===== src/rtl/axi_rr_arbiter.sv =====
// N-to-1 AXI3 arbiter: independent round-robin read/write paths, one transaction in flight each, 1-cycle grant latency.
// Handshakes are combinational pass-throughs for the granted slot only; no skid buffering, so master stalls reach the requester directly.
module axi_rr_arbiter #(
    parameter int N      = 3,
    parameter int ID_W   = 4,
    parameter int ADDR_W = 32,
    parameter int DATA_W = 32,
    parameter int A_W    = ID_W + ADDR_W + 24
) (
    input  logic                               clk,
    input  logic                               reset,
    input  logic [N-1:0]                       s_arvalid,
    input  logic [N*A_W-1:0]                   s_ar,
    output logic [N-1:0]                       s_arready,
    output logic [N-1:0]                       s_rvalid,
    input  logic [N-1:0]                       s_rready,
    output logic [ID_W+DATA_W+3-1:0]           s_r,
    input  logic [N-1:0]                       s_awvalid,
    input  logic [N*A_W-1:0]                   s_aw,
    output logic [N-1:0]                       s_awready,
    input  logic [N-1:0]                       s_wvalid,
    input  logic [N*(DATA_W+DATA_W/8+1)-1:0]   s_w,
    output logic [N-1:0]                       s_wready,
    output logic [N-1:0]                       s_bvalid,
    input  logic [N-1:0]                       s_bready,
    output logic [ID_W+2-1:0]                  s_b,
    output logic                               m_arvalid,
    input  logic                               m_arready,
    output logic [A_W-1:0]                     m_ar,
    input  logic                               m_rvalid,
    output logic                               m_rready,
    input  logic [ID_W+DATA_W+3-1:0]           m_r,
    output logic                               m_awvalid,
    input  logic                               m_awready,
    output logic [A_W-1:0]                     m_aw,
    output logic                               m_wvalid,
    input  logic                               m_wready,
    output logic [DATA_W+DATA_W/8+1-1:0]       m_w,
    output logic [ID_W-1:0]                    m_wid,
    input  logic                               m_bvalid,
    output logic                               m_bready,
    input  logic [ID_W+2-1:0]                  m_b,
    output logic                               rd_busy,
    output logic                               wr_busy
);
    localparam int W_W = DATA_W + DATA_W/8 + 1;
    localparam int GW  = (N > 1) ? $clog2(N) : 1;

    typedef enum logic [1:0] {R_IDLE, R_ADDR, R_DATA} rd_state_e;
    typedef enum logic [1:0] {W_IDLE, W_ADDR, W_DATA, W_RESP} wr_state_e;

    rd_state_e         rd_state_q, rd_state_d;
    wr_state_e         wr_state_q, wr_state_d;
    logic [GW-1:0]     rd_g_q, rd_g_d, rd_last_q, rd_last_d;
    logic [GW-1:0]     wr_g_q, wr_g_d, wr_last_q, wr_last_d;
    logic [ID_W-1:0]   wid_q, wid_d;

    // First requester after the last-granted one, wrapping modulo N.
    function automatic logic [GW-1:0] rr_pick(input logic [N-1:0] req, input logic [GW-1:0] last);
        logic [GW-1:0] pick;
        logic          found;
        int            idx;
        pick  = last;
        found = 1'b0;
        for (int i = 1; i <= N; i++) begin
            idx = (int'(last) + i) % N;
            if (!found && req[idx]) begin
                pick  = idx[GW-1:0];
                found = 1'b1;
            end
        end
        return pick;
    endfunction

    // ---------------- read path ----------------
    always_ff @(posedge clk) begin
        if (reset) begin
            rd_state_q <= R_IDLE;
            rd_g_q     <= '0;
            rd_last_q  <= GW'(N-1);
        end else begin
            rd_state_q <= rd_state_d;
            rd_g_q     <= rd_g_d;
            rd_last_q  <= rd_last_d;
        end
    end

    always_comb begin
        rd_state_d = rd_state_q;
        rd_g_d     = rd_g_q;
        rd_last_d  = rd_last_q;
        case (rd_state_q)
            R_IDLE: if (|s_arvalid) begin
                rd_g_d     = rr_pick(s_arvalid, rd_last_q);
                rd_state_d = R_ADDR;
            end
            R_ADDR: if (m_arvalid && m_arready) rd_state_d = R_DATA;
            R_DATA: if (m_rvalid && m_rready && m_r[0]) begin
                rd_last_d  = rd_g_q;
                rd_state_d = R_IDLE;
            end
            default: rd_state_d = R_IDLE;
        endcase
    end

    always_comb begin
        m_arvalid = 1'b0;
        m_ar      = '0;
        s_arready = '0;
        s_rvalid  = '0;
        m_rready  = 1'b0;
        case (rd_state_q)
            R_ADDR: begin
                m_arvalid         = s_arvalid[rd_g_q];
                m_ar              = s_ar[rd_g_q*A_W +: A_W];
                s_arready[rd_g_q] = m_arready;
            end
            R_DATA: begin
                s_rvalid[rd_g_q] = m_rvalid;
                m_rready         = s_rready[rd_g_q];
            end
            default: ;
        endcase
    end

    assign s_r     = m_r;
    assign rd_busy = (rd_state_q != R_IDLE);

    // ---------------- write path ----------------
    always_ff @(posedge clk) begin
        if (reset) begin
            wr_state_q <= W_IDLE;
            wr_g_q     <= '0;
            wr_last_q  <= GW'(N-1);
            wid_q      <= '0;
        end else begin
            wr_state_q <= wr_state_d;
            wr_g_q     <= wr_g_d;
            wr_last_q  <= wr_last_d;
            wid_q      <= wid_d;
        end
    end

    always_comb begin
        wr_state_d = wr_state_q;
        wr_g_d     = wr_g_q;
        wr_last_d  = wr_last_q;
        wid_d      = wid_q;
        case (wr_state_q)
            W_IDLE: if (|s_awvalid) begin
                wr_g_d     = rr_pick(s_awvalid, wr_last_q);
                wr_state_d = W_ADDR;
            end
            W_ADDR: begin
                // AW id sits in the top bits of the address payload
                wid_d = s_aw[wr_g_q*A_W + (A_W-ID_W) +: ID_W];
                if (m_awvalid && m_awready) wr_state_d = W_DATA;
            end
            W_DATA: if (m_wvalid && m_wready && m_w[0]) wr_state_d = W_RESP;
            W_RESP: if (m_bvalid && m_bready) begin
                wr_last_d  = wr_g_q;
                wr_state_d = W_IDLE;
            end
            default: wr_state_d = W_IDLE;
        endcase
    end

    always_comb begin
        m_awvalid = 1'b0;
        m_aw      = '0;
        s_awready = '0;
        m_wvalid  = 1'b0;
        m_w       = '0;
        s_wready  = '0;
        s_bvalid  = '0;
        m_bready  = 1'b0;
        case (wr_state_q)
            W_ADDR: begin
                m_awvalid         = s_awvalid[wr_g_q];
                m_aw              = s_aw[wr_g_q*A_W +: A_W];
                s_awready[wr_g_q] = m_awready;
            end
            W_DATA: begin
                m_wvalid         = s_wvalid[wr_g_q];
                m_w              = s_w[wr_g_q*W_W +: W_W];
                s_wready[wr_g_q] = m_wready;
            end
            W_RESP: begin
                s_bvalid[wr_g_q] = m_bvalid;
                m_bready         = s_bready[wr_g_q];
            end
            default: ;
        endcase
    end

    assign s_b     = m_b;
    assign m_wid   = wid_q;
    assign wr_busy = (wr_state_q != W_IDLE);

endmodule


===== config.mk =====
export PLATFORM = sky130hd
export DESIGN_NAME = axi_rr_arbiter
export DESIGN_NICKNAME = d
export VERILOG_FILES = /design/src/rtl/axi_rr_arbiter.sv
export SDC_FILE = /design/constraint.sdc
export NUM_CORES = 1
export LEC_CHECK = 0
export CAP_MARGIN = 30
export CORE_AREA = 2 2 296 298
export DETAILED_ROUTE_END_ITERATION = 10
export DIE_AREA = 0 0 298 300
export GPL_TIMING_DRIVEN = 0
export PLACE_DENSITY = 0.34
export SKIP_LAST_GASP = 1
export SYNTH_ARGS = -nofsm -noshare
export SYNTH_HDL_FRONTEND = slang
export SYNTH_SLANG_ARGS = --single-unit

===== constraint.sdc =====
create_clock -name clk -period 2.05 [get_ports clk]
set_input_delay 0.41 -clock clk [delete_from_list [all_inputs] [get_ports clk]]
set_output_delay 0.41 -clock clk [all_outputs]
set_load 0.03 [all_outputs]

PDN straps and rails:
Bar = 100 microns. Pins as bars on the die edge. Tap cells in grey.
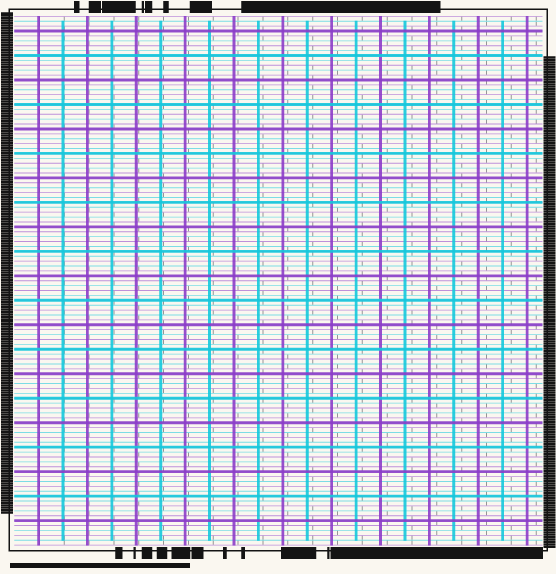
| net | colour |
|---|---|
| VSS | purple |
| VDD | cyan |
met5 straps: 21
met1 rails: 109
signal pins: 766
met4 straps: 21
Die X: 298 microns
core region area: 86200 sq um
Peak VDD IR: 0.235 mV
Die Y: 300 microns

Placed standard cells:
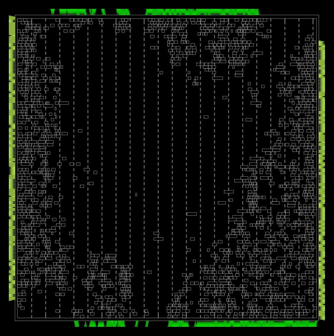
Core Util, Final: 0.199
Cell Count, Final, Fillers Out: 2909

Local utilization:
Bar = 100 microns. The die is cut into 30 by 30 equal tiles; white is low, dark blue is high, 0 to 100% covered.
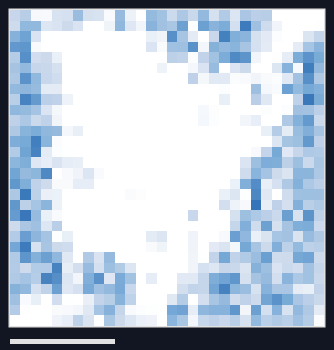
densest ninth of the die: bottom right
emptiest ninth of the die: middle
fullest tile: 73%
nearly empty tiles: 42%
mean over tiles: 18%
floorplan core density: 0.0690

==> impl_metrics.toml <==
# implementation run metrics
[logic_synthesis]
largest_area_cell = "mux2i_1"
ys_seq_frac = 0.0539
ys_top_cells_by_count = "mux2i_1, nor2_1, nand2_1"
ys_cells = 946
synth.avg_cell_area_sq_um = 6.29
synthCells = 946
yosysUniqueCellTypes = 52
edf_count = 0
ys.warnings.count = 0

[finish]
final_cell_area_sq_um = 17100
area_growth_pct = 188
drive_above_1_share = 0.326
regArea_sq_um = 333
comb_area_sq_um = 5710
fillCellCount = 9810

[drt]
wl_per_cell_microns = 20.9
via_per_inst = 3.43
drt_iter0_markers = 269
drtPass1Iterations = 5
vias = 9991
ant_nets = 0

[place]
hpwl_microns = 52400

[power_and_ir_drop]
finalPower_w = 0.0104

[global_routing]
antenna_found_initial = 22
grt_overflow = 0
grt_use_met3 = 0.0360
grt.total_usage = 0.127

[timing]
hold_viol_final = 0
setup_viol = 157
slew_violations = 0
finalClockPeriodUsage = 1.09
fmax_mhz = 448
timing.final.ws_setup_ps = -182

[floorplanning]
std_cell_rows = 108
io_pins = 766

[setup_path]
worstSetupEndpointType = "primary output"
critPathRequiredTime_ps = 1640

[job]
drv_cap = 0
tool_warnings = 34

[clock_tree]
htree_levels = 1
clkLatencyLatePin_ps = 270
cts_buffers = 3
cts-root-buf = "clkbuf_16"

[outcome]
violations = "negative setup slack"
status = "finished with violations"
cells by family (layout without fill, tap and decap cells):
group | Yosys count | after routing | synth area share
buffers and inverters | 145 | 952 | 0.134
AND-OR/OR-AND | 207 | 207 | 0.196
multiplexers | 169 | 169 | 0.284
AND/OR/NAND/NOR | 400 | 400 | 0.313
flip-flops | 16 | 16 | 0.0539
other | 0 | 1 | 0
adder cells (fa/ha/maj) | 9 | 9 | 0.0189
area by class of cell:
class / instances / share of cell area
tap: 1155 / 0.0844
buffer: 120 / 0.0712
multi-input combinational: 785 / 0.333
clock buffer: 4 / 0.00519
antenna: 1 / 0.000146
timing repair buffer: 811 / 0.482
inverter: 17 / 0.00373
sequential: 16 / 0.0194
where the power goes:
part           switching [W]  leakage [nW]  internal [W]
sequential         0.0000514         0.134      0.000370
combinational        0.00501          6.37       0.00447
clock               0.000178        0.0442      0.000299
total                0.00524          6.54       0.00514
metrics by stage:
stage	instances	hold slack, ps	setup WS [ps]
2_1_floorplan	946	468	47.0
3_5_place_dp	2821	488	-1210
5_1_grt	2909	527	-267
6_report	2909	503	-182
3_3_place_gp	2820	481	-1200
4_1_cts	2876	504	-261
path summary, 6_finish.rpt:
check                             startpoint         to  slack, ps
worst max-delay path               wr_g_q[1]  m_awvalid       -180
worst min-delay path                m_wid[1]   m_wid[1]        500
worst max register to register  rd_last_q[0]  rd_g_q[0]         80
worst min register to register      m_wid[1]   m_wid[1]        500
state kept, by name, indices dropped and copies added (netlist names):
name        flops
m_wid           4
rd_g_q          2
rd_last_q       2
rd_state_q      2
wr_g_q          2
wr_last_q       2
wr_state_q      2
worst max-delay path, stage by stage, from the launching register on:
cell,delay [ps]
dfxtp_2,320
buf_6,110
clkbuf_4,280
clkbuf_8,260
nor2_1,60
o21a_1,190
clkdlybuf4s15_2,320
repair_timing:
item                       in CTS  in global routing
hold buffers                    0                  0
setup endpoints to repair     192                175
gates cloned                    9                 10
pin swaps                      22                110
buffers inserted               43                 32
gates resized                1399                303
routing by layer:
metal / share of wire / up-vias
met5: 0.00056 / -
met1: 0.34 / 4603
met4: 0.020 / 6
met3: 0.077 / 73
li1: - / 4792
met2: 0.56 / 517
placed cells by master, fill, tap and decap left out, types with 5 or more instances in the layout:
master	count
nor3_1	5
nor2_1	120
ha_1	7
clkdlybuf4s50_1	538
o21ai_1	47
inv_1	15
mux2i_2	18
nand2_4	14
buf_12	27
clkbuf_4	13
nand2_1	81
nor2_4	6
clkbuf_8	8
a21oi_1	41
buf_6	119
buf_2	6
nand2b_1	7
clkbuf_16	13
o21ai_0	45
buf_4	160
and2_4	25
o21ai_2	12
nor2_2	17
a21oi_2	19
mux2i_4	10
buf_8	17
nand2_2	20
a21oi_4	7
dfxtp_1	10
clkbuf_2	20
mux2i_1	141
and2_1	75
No activity file was given, so power comes from the tool's default toggle rates.
